`config.mk`:
```
export PLATFORM = sky130hd
export DESIGN_NAME = softmax_head_scheduler
export DESIGN_NICKNAME = d
export VERILOG_FILES = /design/src/rtl/attn_pkg.sv /design/src/rtl/softmax_head_scheduler_rr_arbiter.sv /design/src/rtl/softmax_head_scheduler.sv
export SDC_FILE = /design/constraint.sdc
export NUM_CORES = 1
export LEC_CHECK = 0
export CORE_AREA = 5 5 78 152
export CTS_CLUSTER_DIAMETER = 60
export CTS_CLUSTER_SIZE = 12
export DETAILED_ROUTE_END_ITERATION = 10
export DIE_AREA = 0 0 83 157
export GPL_ROUTABILITY_DRIVEN = 0
export HOLD_SLACK_MARGIN = 0.02
export PLACE_DENSITY_LB_ADDON = 0.05
export REMOVE_ABC_BUFFERS = 1
export SLEW_MARGIN = 20
export SYNTH_ARGS = -nofsm -noshare
export SYNTH_HDL_FRONTEND = slang
export SYNTH_HIERARCHICAL = 1
export SYNTH_SLANG_ARGS = --single-unit
```
`constraint.sdc`:
```
create_clock -name clk -period 3.3 [get_ports clk]
set_clock_uncertainty 0.2 [all_clocks]
set_input_delay 0.495 -clock clk [delete_from_list [all_inputs] [get_ports clk]]
set_output_delay 0.495 -clock clk [all_outputs]
set_load 0.05 [all_outputs]
```
`src/rtl/attn_pkg.sv`:
```
// -----------------------------------------------------------------------------
// attn_pkg
// Shared types and sizing helpers for the attention softmax scheduler slice.
//   sched_state_t : scheduler FSM state encoding
//   idx_width()   : index width for a count, never narrower than one bit
//   *_DEFAULT     : default head/row counts and the index widths they imply
// -----------------------------------------------------------------------------
package attn_pkg;

  typedef enum logic [1:0] {
    IDLE  = 2'd0,
    ISSUE = 2'd1,
    WAIT  = 2'd2,
    DONE  = 2'd3
  } sched_state_t;

  // $clog2(1) is 0, which would give a zero-width port when SEQ_LEN=1.
  function automatic int idx_width(input int n);
    return (n > 1) ? $clog2(n) : 1;
  endfunction

  localparam int NUM_HEADS_DEFAULT = 4;
  localparam int SEQ_LEN_DEFAULT   = 64;
  localparam int CNT_W_DEFAULT     = 24;
  localparam int HEAD_W_DEFAULT    = idx_width(NUM_HEADS_DEFAULT);
  localparam int ROW_W_DEFAULT     = idx_width(SEQ_LEN_DEFAULT);

endpackage

```
`src/rtl/softmax_head_scheduler_rr_arbiter.sv`:
```
// -----------------------------------------------------------------------------
// rr_arbiter
// Purely combinational round-robin pick: the first set req bit at or after
// ptr, wrapping around to bit 0.
//   req   in  N   request vector
//   ptr   in  PW  highest-priority index this round
//   gnt   out N   one-hot winner (zero when no request)
//   valid out 1   at least one request present
// -----------------------------------------------------------------------------
module rr_arbiter
  import attn_pkg::*;
#(
  parameter int  N  = 4,
  localparam int PW = idx_width(N)
) (
  input  logic [N-1:0]  req,
  input  logic [PW-1:0] ptr,
  output logic [N-1:0]  gnt,
  output logic          valid
);

  logic [N-1:0] mask_hi;
  logic [N-1:0] req_hi;
  logic [N-1:0] pick_hi;
  logic [N-1:0] pick_all;

  // Bits at or above the pointer form the first search window.
  for (genvar gi = 0; gi < N; gi++) begin : g_mask
    assign mask_hi[gi] = (gi >= int'(ptr));
  end

  assign req_hi = req & mask_hi;

  // x & -x isolates the lowest set bit. If nothing is set at/after ptr the
  // search wraps, which is the lowest set bit of the whole vector.
  assign pick_hi  = req_hi & (~req_hi + N'(1));
  assign pick_all = req & (~req + N'(1));

  assign gnt   = (|req_hi) ? pick_hi : pick_all;
  assign valid = |req;

endmodule

```
`src/rtl/softmax_head_scheduler.sv`:
```
// -----------------------------------------------------------------------------
// softmax_head_scheduler
// Shares one row-wise softmax engine between NUM_HEADS attention heads. Heads
// are granted round-robin for a whole SEQ_LEN x SEQ_LEN matrix; each row is
// one engine job started with a single eng_start pulse.
//   clk        in   rising-edge clock
//   rst        in   synchronous active-high reset
//   req        in   level request per head, held until ack
//   ack        out  one-cycle pulse on the served head when its matrix is done
//   grant      out  one-hot engine owner, zero when idle
//   eng_start  out  one-cycle pulse: engine starts row eng_row of eng_head
//   eng_head   out  head index of the current job
//   eng_row    out  row index of the current job
//   eng_done   in   one-cycle pulse from the engine: row finished
//   busy       out  high whenever the FSM is not IDLE
//   job_cycles out  grant-to-ack cycle count of the last completed matrix
// -----------------------------------------------------------------------------
module softmax_head_scheduler
  import attn_pkg::*;
#(
  parameter int  NUM_HEADS = NUM_HEADS_DEFAULT,
  parameter int  SEQ_LEN   = SEQ_LEN_DEFAULT,
  parameter int  CNT_W     = CNT_W_DEFAULT,
  localparam int HEAD_W    = idx_width(NUM_HEADS),
  localparam int ROW_W     = idx_width(SEQ_LEN)
) (
  input  logic                 clk,
  input  logic                 rst,
  input  logic [NUM_HEADS-1:0] req,
  output logic [NUM_HEADS-1:0] ack,
  output logic [NUM_HEADS-1:0] grant,
  output logic                 eng_start,
  output logic [HEAD_W-1:0]    eng_head,
  output logic [ROW_W-1:0]     eng_row,
  input  logic                 eng_done,
  output logic                 busy,
  output logic [CNT_W-1:0]     job_cycles
);

  sched_state_t state_reg, state_next;

  logic [NUM_HEADS-1:0] grant_reg;
  logic [HEAD_W-1:0]    head_reg;
  logic [HEAD_W-1:0]    rr_ptr_reg;
  logic [ROW_W-1:0]     row_reg;
  logic [CNT_W-1:0]     cnt_reg;
  logic [CNT_W-1:0]     job_cycles_reg;

  logic [NUM_HEADS-1:0] arb_gnt;
  logic                 arb_valid;
  logic [HEAD_W-1:0]    arb_idx;
  logic                 last_row;

  rr_arbiter #(
    .N(NUM_HEADS)
  ) u_arb (
    .req  (req),
    .ptr  (rr_ptr_reg),
    .gnt  (arb_gnt),
    .valid(arb_valid)
  );

  // One-hot to index for the winning head.
  always_comb begin
    arb_idx = '0;
    for (int i = 0; i < NUM_HEADS; i++) begin
      if (arb_gnt[i]) arb_idx = HEAD_W'(i);
    end
  end

  assign last_row = (row_reg == ROW_W'(SEQ_LEN - 1));

  // State register.
  always_ff @(posedge clk) begin
    if (rst) state_reg <= IDLE;
    else     state_reg <= state_next;
  end

  // Next-state logic. eng_done only matters in WAIT; anywhere else it is
  // deliberately ignored so a stale pulse after reset cannot advance a job.
  always_comb begin
    state_next = state_reg;
    case (state_reg)
      IDLE:    if (arb_valid) state_next = ISSUE;
      ISSUE:   state_next = WAIT;
      WAIT:    if (eng_done) state_next = last_row ? DONE : ISSUE;
      DONE:    state_next = IDLE;
      default: state_next = IDLE;
    endcase
  end

  // Job datapath: owner, row index, pointer and cycle counter.
  always_ff @(posedge clk) begin
    if (rst) begin
      grant_reg      <= '0;
      head_reg       <= '0;
      rr_ptr_reg     <= '0;
      row_reg        <= '0;
      cnt_reg        <= '0;
      job_cycles_reg <= '0;
    end else begin
      case (state_reg)
        IDLE: begin
          // The arbiter result is captured only here, so req changes during
          // a job never disturb the current owner.
          if (arb_valid) begin
            grant_reg <= arb_gnt;
            head_reg  <= arb_idx;
            row_reg   <= '0;
            cnt_reg   <= '0;
          end
        end
        WAIT: begin
          if (eng_done && !last_row) row_reg <= row_reg + ROW_W'(1);
        end
        DONE: begin
          job_cycles_reg <= cnt_reg;
          grant_reg      <= '0;
          // Move past the served head so continuous requesters alternate.
          rr_ptr_reg     <= (head_reg == HEAD_W'(NUM_HEADS - 1)) ?
                            '0 : head_reg + HEAD_W'(1);
        end
        default: ;
      endcase

      // Saturating count of every non-IDLE cycle.
      if (state_reg != IDLE && cnt_reg != '1) cnt_reg <= cnt_reg + CNT_W'(1);
    end
  end

  // Moore outputs decoded from the registered state.
  always_comb begin
    eng_start = (state_reg == ISSUE);
    busy      = (state_reg != IDLE);
    ack       = (state_reg == DONE) ? grant_reg : '0;
  end

  assign grant      = grant_reg;
  assign eng_head   = head_reg;
  assign eng_row    = row_reg;
  assign job_cycles = job_cycles_reg;

endmodule
```
Ports around the boundary:
Drawn at 4 px/um. Pins as bars across the die edge, other pins in gray.
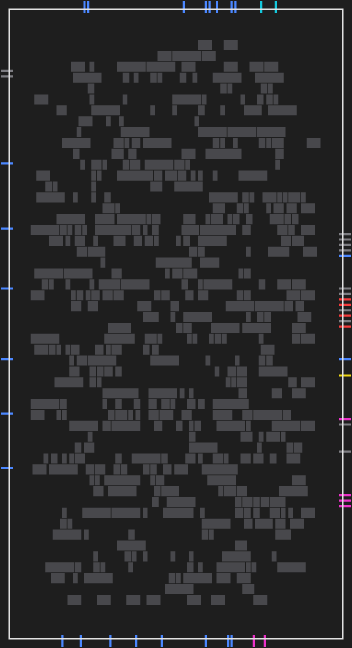
| color | port | pins | direction | edge |
|---|---|---|---|---|
| magenta | eng_row | 6 | output | 4 right, 2 bottom |
| yellow | eng_start | 1 | output | right |
| blue | job_cycles | 24 | output | 8 bottom, 8 top, 6 left, 2 right |
| cyan | eng_head | 2 | output | top |
| red | ack | 4 | output | right |
all pins by edge: 21 right, 10 top, 10 bottom, 8 left
Die X: 83 um
die span in y: 157 um
Port Buf Inserts: 48

Signal metal coverage by tile:
Drawn at 3 px/um. 17 x 31 tiles, from dark blue (low) to red (high), scaled to the fullest tile. Values are wire area over tile area, all layers added.
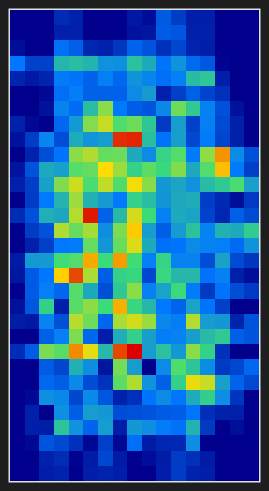
mean over tiles: 0.11
fullest tile: 0.44
nearly empty tiles: 17%
tiles over half the peak: 14%
densest ninth of the die: center
Via Count: 2998
Routed WL: 9397 um

==> GITHUB_STEP_SUMMARY <==
## Synthesis and layout report

| Metric | Value |
|---|---|
| H-tree depth | 3 |
| P_int | 1.434 mW |
| Final hold vios | 0 |
| Final hold slack | 253.9 ps |
| Die area | 0.01303 sq mm |
| Combinational share of power | 11.1% |
| Gr usage total | 14.68% |
| Post-synthesis cell type count | 57 |
| Slowest CP cell | clkdlybuf4s50_1 |
| Critical path endpoint | busy |
| Top area contributor share | 41.27% |
| Final setup margin | 538.1 ps |
| Nature of the critical path startpoint | flip-flop |
| Most frequent cells in the layout | nand2_1, dfxtp_1, a21oi_1, clkdlybuf4s50_1, nor2_1 |
| Post-synth area hogs | dfxtp_1, nand2_1, a21oi_1 |
| First-pass GRT wire length | 15320 um |
| Synth warn | 6 |
| Row count | 53 |
| Reg2reg path depth | 6 |
| CP Max Fanout | 18 |
| Post-CTS Setup Repair Bufs | 0 |
| First drt pass iteration count | 6 |
| Slew headroom | 52.71% |
| Setup CP Type | flip-flop to output port |
| FMAX | 362.1 MHz |
| P_sw | 0.4959 mW |
| Stages on worst setup path | 3 |
| Sequential power share | 43.5% |
| Post-synth top cells | nand2_1, dfxtp_1, a21oi_1 |
| GRT overflow | 0 |
| Leakage | 1.426 nW |
| Residual DRC | 0 |
| Tcrit/Tclk final | 83.69% |
| FFs w/ async S/R, synth | 0% |
| Clk pwr share | 45.3% |
| CTS tree | built |
| N_diodes | 0 |
| Register area | 0.001281 sq mm |
| Longest Clk Path Bufs | 2 |
| Slew Viols, Final | 0 |
| Post-Syn Area | 0.003104 sq mm |
| MaxCap Viol Count | 0 |
| Status | completed |
| Initial antenna violation count | 0 |
| R2R Path Start | state_reg[0]$_SDFFE_PP0P_ |
| Commonest Layout Cell | nand2_1 |
| Comb. cell area | 0.001715 sq mm |
| Ys flop type | dfxtp_1 |
| Clk slew on worst S/H paths | 50 ps |
| Register share after synthesis | 41.27% |
| Setup total negative slack | 0 ps |
The metal 3 layer:
Drawn at 4 px/um. Cells faint in the background.
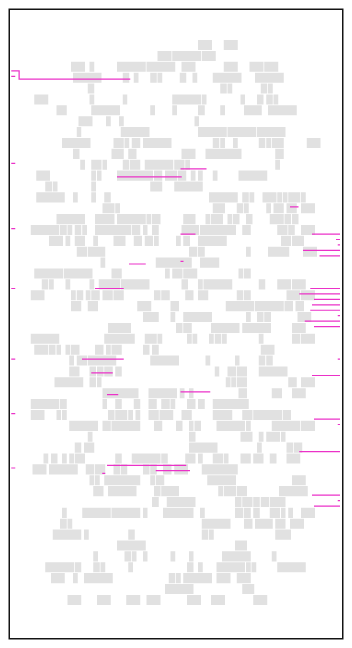
main direction: horizontal
wire length on this layer: 237 um
nets with wire on the layer: 34
longest straight run: 27.6 um
GRT met3 Usage: 2.567%

## cell families after synthesis
family | count (synthesis) | share of synthesized area [%]
xor+xnor | 4 | 1.128
fa+ha+maj | 3 | 1.209
simple gates | 186 | 29.54
compound gates | 108 | 22.65
buf+inv | 26 | 3.466
mux | 2 | 0.7255
flops | 64 | 41.27
## tightest hold or removal path: stages, from the launching register on
cell and delay, ps:
dfxtp_1 300, nand2_1 50, a21oi_1 50
## power by group through the flow
stage	sequential [mW]	clock [mW]	combinational, mW
CTS	0.840	0.902	0.218
detailed placement	0.856	0	0.219
global placement	0.855	0	0.217
global route	0.846	0.938	0.238
finish	0.840	0.875	0.215
floorplan	0.869	0	0.111
## metal layers
metal / global-route usage, % / wire, um
met1: 14.74 / 3713
met2: 29.52 / 5324
met3: 2.567 / 237
met4: 5.378 / 122
met5: 0 / 0
## worst min path at each step
stage,from,to,slack [ps],depth (start not counted)
after detailed placement,job_cycles[21]$_SDFFE_PP0P_,job_cycles[21]$_SDFFE_PP0P_,250,2
after global placement,job_cycles[11]$_SDFFE_PP0P_,job_cycles[11]$_SDFFE_PP0P_,250,2
after CTS,job_cycles[21]$_SDFFE_PP0P_,job_cycles[21]$_SDFFE_PP0P_,250,2
after global routing,job_cycles[7]$_SDFFE_PP0P_,job_cycles[7]$_SDFFE_PP0P_,270,2
after floorplan,cnt_reg[23]$_SDFFE_PP0P_,job_cycles[23]$_SDFFE_PP0P_,250,2
final,job_cycles[21]$_SDFFE_PP0P_,job_cycles[21]$_SDFFE_PP0P_,250,2
## area by class of cell
class	instances	share of cell area, %
multi-input combinational	303	42.99
sequential	64	32.11
timing repair buffer	54	13.17
clock buffer	14	6.867
tap	137	4.296
inverter	6	0.5644
Power and IR drop assume default switching activity.
